--- src/rtl/fetch_pkg.sv ---
// Shared IF-stage definitions: reset PC, bubble instruction, FSM encodings and the J opcode.
// Control_Unit imports the same package so both stages agree on the opcode.
package fetch_pkg;

    localparam logic [31:0] RESET_PC  = 32'h0000_0000;
    localparam logic [31:0] NOP_INSTR = 32'h0000_0000;
    localparam logic [5:0]  OP_J      = 6'b000_010;

    typedef enum logic [1:0] {
        ST_IDLE = 2'd0,
        ST_REQ  = 2'd1,
        ST_HOLD = 2'd2
    } fetch_state_t;

endpackage

--- src/rtl/fetch_next_pc.sv ---
// Next-PC arithmetic for the IF stage: sequential pc+4 and the redirect target.
// A taken branch outranks a jump because the branch belongs to the older instruction.
module fetch_next_pc (
    input  logic [31:0] i_pc,
    input  logic [3:0]  i_ifid_pc_hi,
    input  logic        i_branch,
    input  logic [31:0] i_branch_target,
    input  logic        i_jump,
    input  logic [25:0] i_jump_index,
    output logic [31:0] o_pc_plus4,
    output logic        o_redirect,
    output logic [31:0] o_target
);

    always_comb begin
        o_pc_plus4 = i_pc + 32'd4;
        o_redirect = i_branch | i_jump;
        if (i_branch) begin
            o_target = {i_branch_target[31:2], 2'b00};
        end else begin
            o_target = {i_ifid_pc_hi, i_jump_index, 2'b00};
        end
    end

endmodule

--- src/rtl/instruction_fetch.sv ---
// IF stage: owns the PC, runs the imem req/ack fetch FSM and the IF/ID register.
// Handshake: imem_req_out is high only in REQ; imem_addr_out stays put until an ack is seen.
module instruction_fetch #(
    parameter logic [31:0] RESET_PC  = fetch_pkg::RESET_PC,
    parameter logic [31:0] NOP_INSTR = fetch_pkg::NOP_INSTR
) (
    input  logic        clk_in,
    input  logic        rst_n_in,
    input  logic        stall_in,
    input  logic        branch_in,
    input  logic [31:0] branch_target_in,
    input  logic        jump_in,
    input  logic [25:0] jump_index_in,
    output logic        imem_req_out,
    output logic [31:0] imem_addr_out,
    input  logic        imem_ack_in,
    input  logic [31:0] imem_data_in,
    output logic [31:0] instr_out,
    output logic [31:0] pc_plus4_out,
    output logic [5:0]  op_out,
    output logic [5:0]  func_out,
    output logic        valid_out,
    output logic [1:0]  dbg_state_out
);

    import fetch_pkg::*;

    localparam logic [31:0] RESET_PC_AL = {RESET_PC[31:2], 2'b00};

    fetch_state_t r_state;
    fetch_state_t w_state_next;

    logic [31:0] r_pc;
    logic [31:0] r_hold;
    logic        r_drop;
    logic [31:0] r_redirect_pc;
    logic [31:0] r_instr;
    logic [31:0] r_pc_plus4;
    logic        r_valid;

    logic        w_jump_take;
    logic [31:0] w_pc_plus4;
    logic        w_redirect;
    logic [31:0] w_target;
    logic        w_ack;
    logic        w_discard;
    logic        w_take;
    logic        w_hold_release;
    logic [31:0] w_drop_target;

    // A jump is only real when the IF/ID slot it was decoded from is valid.
    assign w_jump_take = jump_in & r_valid;

    fetch_next_pc u_next_pc (
        .i_pc            (r_pc),
        .i_ifid_pc_hi    (r_pc_plus4[31:28]),
        .i_branch        (branch_in),
        .i_branch_target (branch_target_in),
        .i_jump          (w_jump_take),
        .i_jump_index    (jump_index_in),
        .o_pc_plus4      (w_pc_plus4),
        .o_redirect      (w_redirect),
        .o_target        (w_target)
    );

    assign w_ack          = (r_state == ST_REQ) && imem_ack_in;
    assign w_discard      = w_ack && (r_drop || w_redirect);
    assign w_take         = w_ack && !w_discard;
    assign w_hold_release = (r_state == ST_HOLD) && !w_redirect;
    assign w_drop_target  = w_redirect ? w_target : r_redirect_pc;

    // State register
    always_ff @(posedge clk_in) begin
        if (!rst_n_in) begin
            r_state <= ST_IDLE;
        end else begin
            r_state <= w_state_next;
        end
    end

    // Next-state logic
    always_comb begin
        w_state_next = r_state;
        unique case (r_state)
            ST_IDLE: w_state_next = ST_REQ;
            ST_REQ: begin
                if (w_discard) begin
                    w_state_next = ST_IDLE;
                end else if (w_take) begin
                    w_state_next = stall_in ? ST_HOLD : ST_IDLE;
                end
            end
            ST_HOLD: begin
                if (w_redirect || !stall_in) begin
                    w_state_next = ST_IDLE;
                end
            end
            default: w_state_next = ST_IDLE;
        endcase
    end

    // Output logic
    always_comb begin
        imem_req_out  = (r_state == ST_REQ);
        imem_addr_out = r_pc;
        dbg_state_out = r_state;
    end

    // The request address must not move while a fetch is outstanding, so a
    // redirect seen in REQ is parked in r_redirect_pc until the ack retires it.
    always_ff @(posedge clk_in) begin
        if (!rst_n_in) begin
            r_pc          <= RESET_PC_AL;
            r_drop        <= 1'b0;
            r_redirect_pc <= 32'd0;
            r_hold        <= NOP_INSTR;
        end else begin
            unique case (r_state)
                ST_IDLE: begin
                    if (w_redirect) begin
                        r_pc <= w_target;
                    end
                end
                ST_REQ: begin
                    if (w_discard) begin
                        r_pc   <= w_drop_target;
                        r_drop <= 1'b0;
                    end else if (w_take) begin
                        r_pc <= w_pc_plus4;
                        if (stall_in) begin
                            r_hold <= imem_data_in;
                        end
                    end else if (w_redirect) begin
                        r_drop        <= 1'b1;
                        r_redirect_pc <= w_target;
                    end
                end
                ST_HOLD: begin
                    if (w_redirect) begin
                        r_pc <= w_target;
                    end
                end
                default: r_pc <= r_pc;
            endcase
        end
    end

    // IF/ID register: flush beats stall; otherwise every unstalled edge
    // either loads a fresh instruction or a bubble, so no word issues twice.
    always_ff @(posedge clk_in) begin
        if (!rst_n_in) begin
            r_valid    <= 1'b0;
            r_instr    <= NOP_INSTR;
            r_pc_plus4 <= 32'd0;
        end else if (branch_in) begin
            r_valid <= 1'b0;
            r_instr <= NOP_INSTR;
        end else if (!stall_in) begin
            if (w_take) begin
                r_valid    <= 1'b1;
                r_instr    <= imem_data_in;
                r_pc_plus4 <= w_pc_plus4;
            end else if (w_hold_release) begin
                r_valid    <= 1'b1;
                r_instr    <= r_hold;
                r_pc_plus4 <= r_pc;
            end else begin
                r_valid <= 1'b0;
                r_instr <= NOP_INSTR;
            end
        end
    end

    assign instr_out    = r_instr;
    assign pc_plus4_out = r_pc_plus4;
    assign valid_out    = r_valid;
    assign op_out       = r_instr[31:26];
    assign func_out     = r_instr[5:0];

endmodule
--- config.mk ---
export PLATFORM = sky130hd
export DESIGN_NAME = instruction_fetch
export DESIGN_NICKNAME = d
export VERILOG_FILES = /design/src/rtl/fetch_pkg.sv /design/src/rtl/fetch_next_pc.sv /design/src/rtl/instruction_fetch.sv
export SDC_FILE = /design/constraint.sdc
export NUM_CORES = 1
export LEC_CHECK = 0
export ABC_AREA = 1
export CAP_MARGIN = 40
export CORE_ASPECT_RATIO = 0.75
export CORE_MARGIN = 5
export CORE_UTILIZATION = 54
export CTS_CLUSTER_DIAMETER = 60
export DETAILED_ROUTE_END_ITERATION = 7
export GPL_TIMING_DRIVEN = 0
export PLACE_DENSITY_LB_ADDON = 0.2
export SLEW_MARGIN = 25
export SYNTH_ARGS = -nofsm -noshare
export SYNTH_HDL_FRONTEND = slang
export SYNTH_SLANG_ARGS = --single-unit
--- constraint.sdc ---
create_clock -name clk_in -period 2.5 [get_ports clk_in]
set_input_delay 0.625 -clock clk_in [delete_from_list [all_inputs] [get_ports clk_in]]
set_output_delay 0.625 -clock clk_in [all_outputs]
set_load 0.02 [all_outputs]
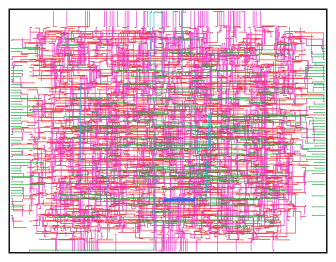
(images/wires.png)
[red] metal 1 | wire length: 13000 um
[magenta] metal 2 | wire length: 12300 um
[cyan] metal 4 | wire length: 413 um
[blue] metal 5 | wire length: 13.8 um
[green] metal 3 | wire length: 4350 um
total via count after detailed routing: 9793
total wire length after detailed routing: 30100 um
detailed-route wire length per cell: 17.3 um
GR Util All Layers: 31.4%

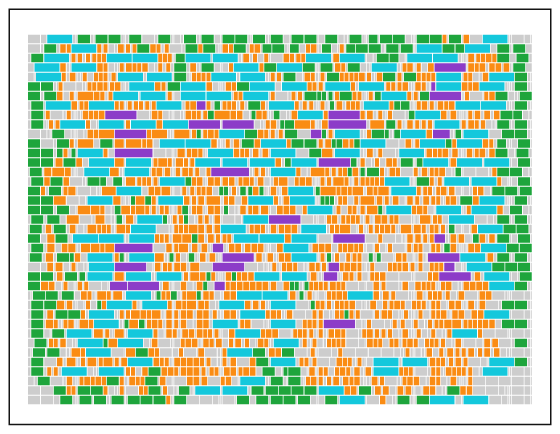
(images/placement_by_type.png)
Fill, decap, tap and diode cells in grey.
[cyan] sequential cells | cells: 164
[purple] clock drivers and dummy loads | cells: 32
[orange] combinational and other logic | cells: 1038
[green] remaining buffers and delay cells | cells: 297
post-route design area: 11400 um2
final standard cell utilization of the core: 74.5%
# rows: 39
placeable core area: 15300 um2
sequential share of cell area: 28.7%

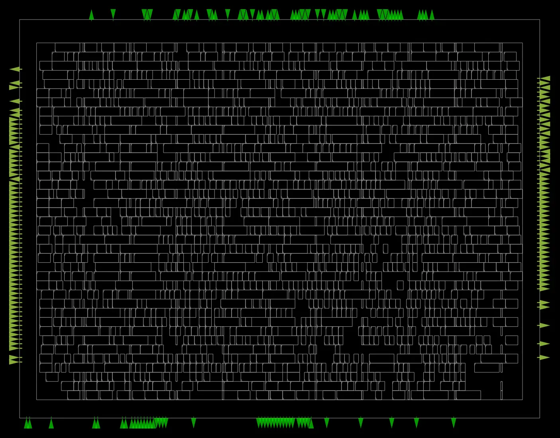
(images/placement.png)
layout sequential cell count: 164
Well Taps: 205
FILL cells: 1276
final instance count without filler cells: 1736

==> impl_metrics.json <==
{
  "setup.worst_path.end_class": "register",
  "worst_clock_skew_ns": 0.00896,
  "route.detailed.vias_per_inst": 5.64,
  "synthFlopType": "sky130_fd_sc_hd__dfxtp_1",
  "max_stage_delay_ns": 0.51,
  "synth.logic.top_family": "simple AND/OR/NAND/NOR gates",
  "hold_path_class": "reg -> reg",
  "log.warning_count": 28,
  "worst_slew_margin_rel_pct": 44.2,
  "cts.root.buffer_cell": "sky130_fd_sc_hd__clkbuf_16",
  "r2r.worst_path.cells": 9,
  "fmaxAchievable_ghz": 0.408,
  "synth-edff-count": 0,
  "drv.max_cap_violation_count": 0,
  "synth_top_cell_by_area": "sky130_fd_sc_hd__dfxtp_1",
  "cts.repair_timing.setup_buffer_count": 0,
  "port-buffer-count": 204,
  "critical_path.slowest_cell": "sky130_fd_sc_hd__clkbuf_1",
  "path_max_fanout": 10,
  "timing.final.ws_setup_ns": 0.0480,
  "post-route-period-util_pct": 98.1,
  "crit_path_cell_trace": "clkdlybuf4s50_1 -> nand2_1 -> nand2_2 -> inv_2 -> nand2_1 -> nand2_1 -> clkbuf_1 -> nand3_1 -> nand2_1 -> a21oi_1",
  "placed_cells_incl_taps": 1705,
  "xor_area_share_pct": 0.724,
  "clock_pin_slew_on_the_worst_setup_and_hold_paths_ns": 0.07,
  "detail_route.drc_violations": 0,
  "synth_sequential_area_ratio_pct": 38.8,
  "path_class": "in -> reg",
  "final_antenna_net_count": 0,
  "clkLatencyLatePin_ns": 0.43,
  "initial_utilization_pct": 55.3,
  "preCtsSetupSlack_ns": -0.432,
  "fin_nets": 1615,
  "synth.cellmix.adderShare_pct": 0.148,
  "netlist_area_um2": 8470,
  "outcome": "complete, no violations",
  "top_cells_by_area": "sky130_fd_sc_hd__dfxtp_1 (39%), sky130_fd_sc_hd__nand2_1 (16%), sky130_fd_sc_hd__o21ai_0 (9.8%)",
  "top_cell": "sky130_fd_sc_hd__nand2_1",
  "netlist-cell-type-count": 31,
  "finalWorstPathRequiredPeriod_ns": 2.45,
  "total_clock_buffers_created_by_cts": 17,
  "ys_cells": 1296,
  "syn_inst": 1296
}
sequential cells by signal, summed over array words and instances, names as in the netlist:
register       cells
r_redirect_pc     32
r_hold            32
imem_addr_out     32
instr_out         32
r_drop             1
dbg_state_out      2
valid_out          1
pc_plus4_out      32
cell usage in the layout (no fill, tap or decap), types with 2 or more instances in the layout:
cell type | netlist | layout
sky130_fd_sc_hd__buf_2 | 28 | 28
sky130_fd_sc_hd__inv_6 | 0 | 3
sky130_fd_sc_hd__buf_1 | 3 | 3
sky130_fd_sc_hd__buf_4 | 15 | 15
sky130_fd_sc_hd__nor2_2 | 1 | 2
sky130_fd_sc_hd__clkbuf_16 | 0 | 17
sky130_fd_sc_hd__inv_1 | 84 | 84
sky130_fd_sc_hd__nand2_2 | 3 | 3
sky130_fd_sc_hd__bufinv_16 | 0 | 4
sky130_fd_sc_hd__nor3_1 | 2 | 2
sky130_fd_sc_hd__o211ai_1 | 9 | 9
sky130_fd_sc_hd__nand2_1 | 355 | 355
sky130_fd_sc_hd__clkbuf_2 | 0 | 3
sky130_fd_sc_hd__clkdlybuf4s50_1 | 0 | 203
sky130_fd_sc_hd__clkbuf_8 | 0 | 2
sky130_fd_sc_hd__nor2_4 | 5 | 5
sky130_fd_sc_hd__clkbuf_1 | 48 | 45
sky130_fd_sc_hd__xor2_1 | 6 | 6
sky130_fd_sc_hd__dfxtp_1 | 164 | 164
sky130_fd_sc_hd__a211oi_1 | 31 | 31
sky130_fd_sc_hd__or2_2 | 11 | 11
sky130_fd_sc_hd__a21oi_1 | 141 | 141
sky130_fd_sc_hd__clkinv_4 | 0 | 3
sky130_fd_sc_hd__o21ai_0 | 166 | 166
sky130_fd_sc_hd__nor2_1 | 131 | 130
sky130_fd_sc_hd__o21ai_1 | 19 | 18
sky130_fd_sc_hd__mux2i_1 | 4 | 4
sky130_fd_sc_hd__inv_2 | 7 | 7
sky130_fd_sc_hd__a211oi_2 | 8 | 8
sky130_fd_sc_hd__nand3_1 | 47 | 47
critical path: cells and delay by family:
kind | cells | cell delay, ns
AND-OR/OR-AND | 1 | 0.06
AND/OR/NAND/NOR | 6 | 1.06
buffers and inverters | 3 | 1.02
worst paths after layout:
check,slack [ns],to,from
worst max-delay path,0.05,imem_addr_out[20],jump_in
worst min-delay path,0.45,r_redirect_pc[1],r_redirect_pc[1]
worst max register to register,0.29,imem_addr_out[20],valid_out
worst min register to register,0.45,r_redirect_pc[1],r_redirect_pc[1]
layout make-up:
type / instances / area, um2 / area share (%)
multi-input combinational: 945 / 4400 / 38.5
sequential: 164 / 3280 / 28.7
timing repair buffer: 204 / 2040 / 17.9
clock buffer: 20 / 457 / 4.00
buffer: 93 / 444 / 3.89
inverter: 93 / 350 / 3.07
tap: 205 / 256 / 2.25
clock inverter: 12 / 191 / 1.68
metal layers:
metal / track usage, % / up-vias / part of all wire [%]
li1: - / 4686 / -
met1: 45.7 / 4436 / 43
met3: 10.5 / 38 / 14
met5: 0 / - / 0.043
met4: 6.51 / 2 / 1.4
met2: 45.6 / 631 / 41
power breakdown:
part	leakage [nW]	switching, mW	total (mW)	internal, mW
Combinational	2.92	0.713	1.19	0.478
Sequential	1.34	0.161	2.89	2.73
Clock	0.314	1.16	2.91	1.75
No activity file was given, so power comes from the tool's default toggle rates.
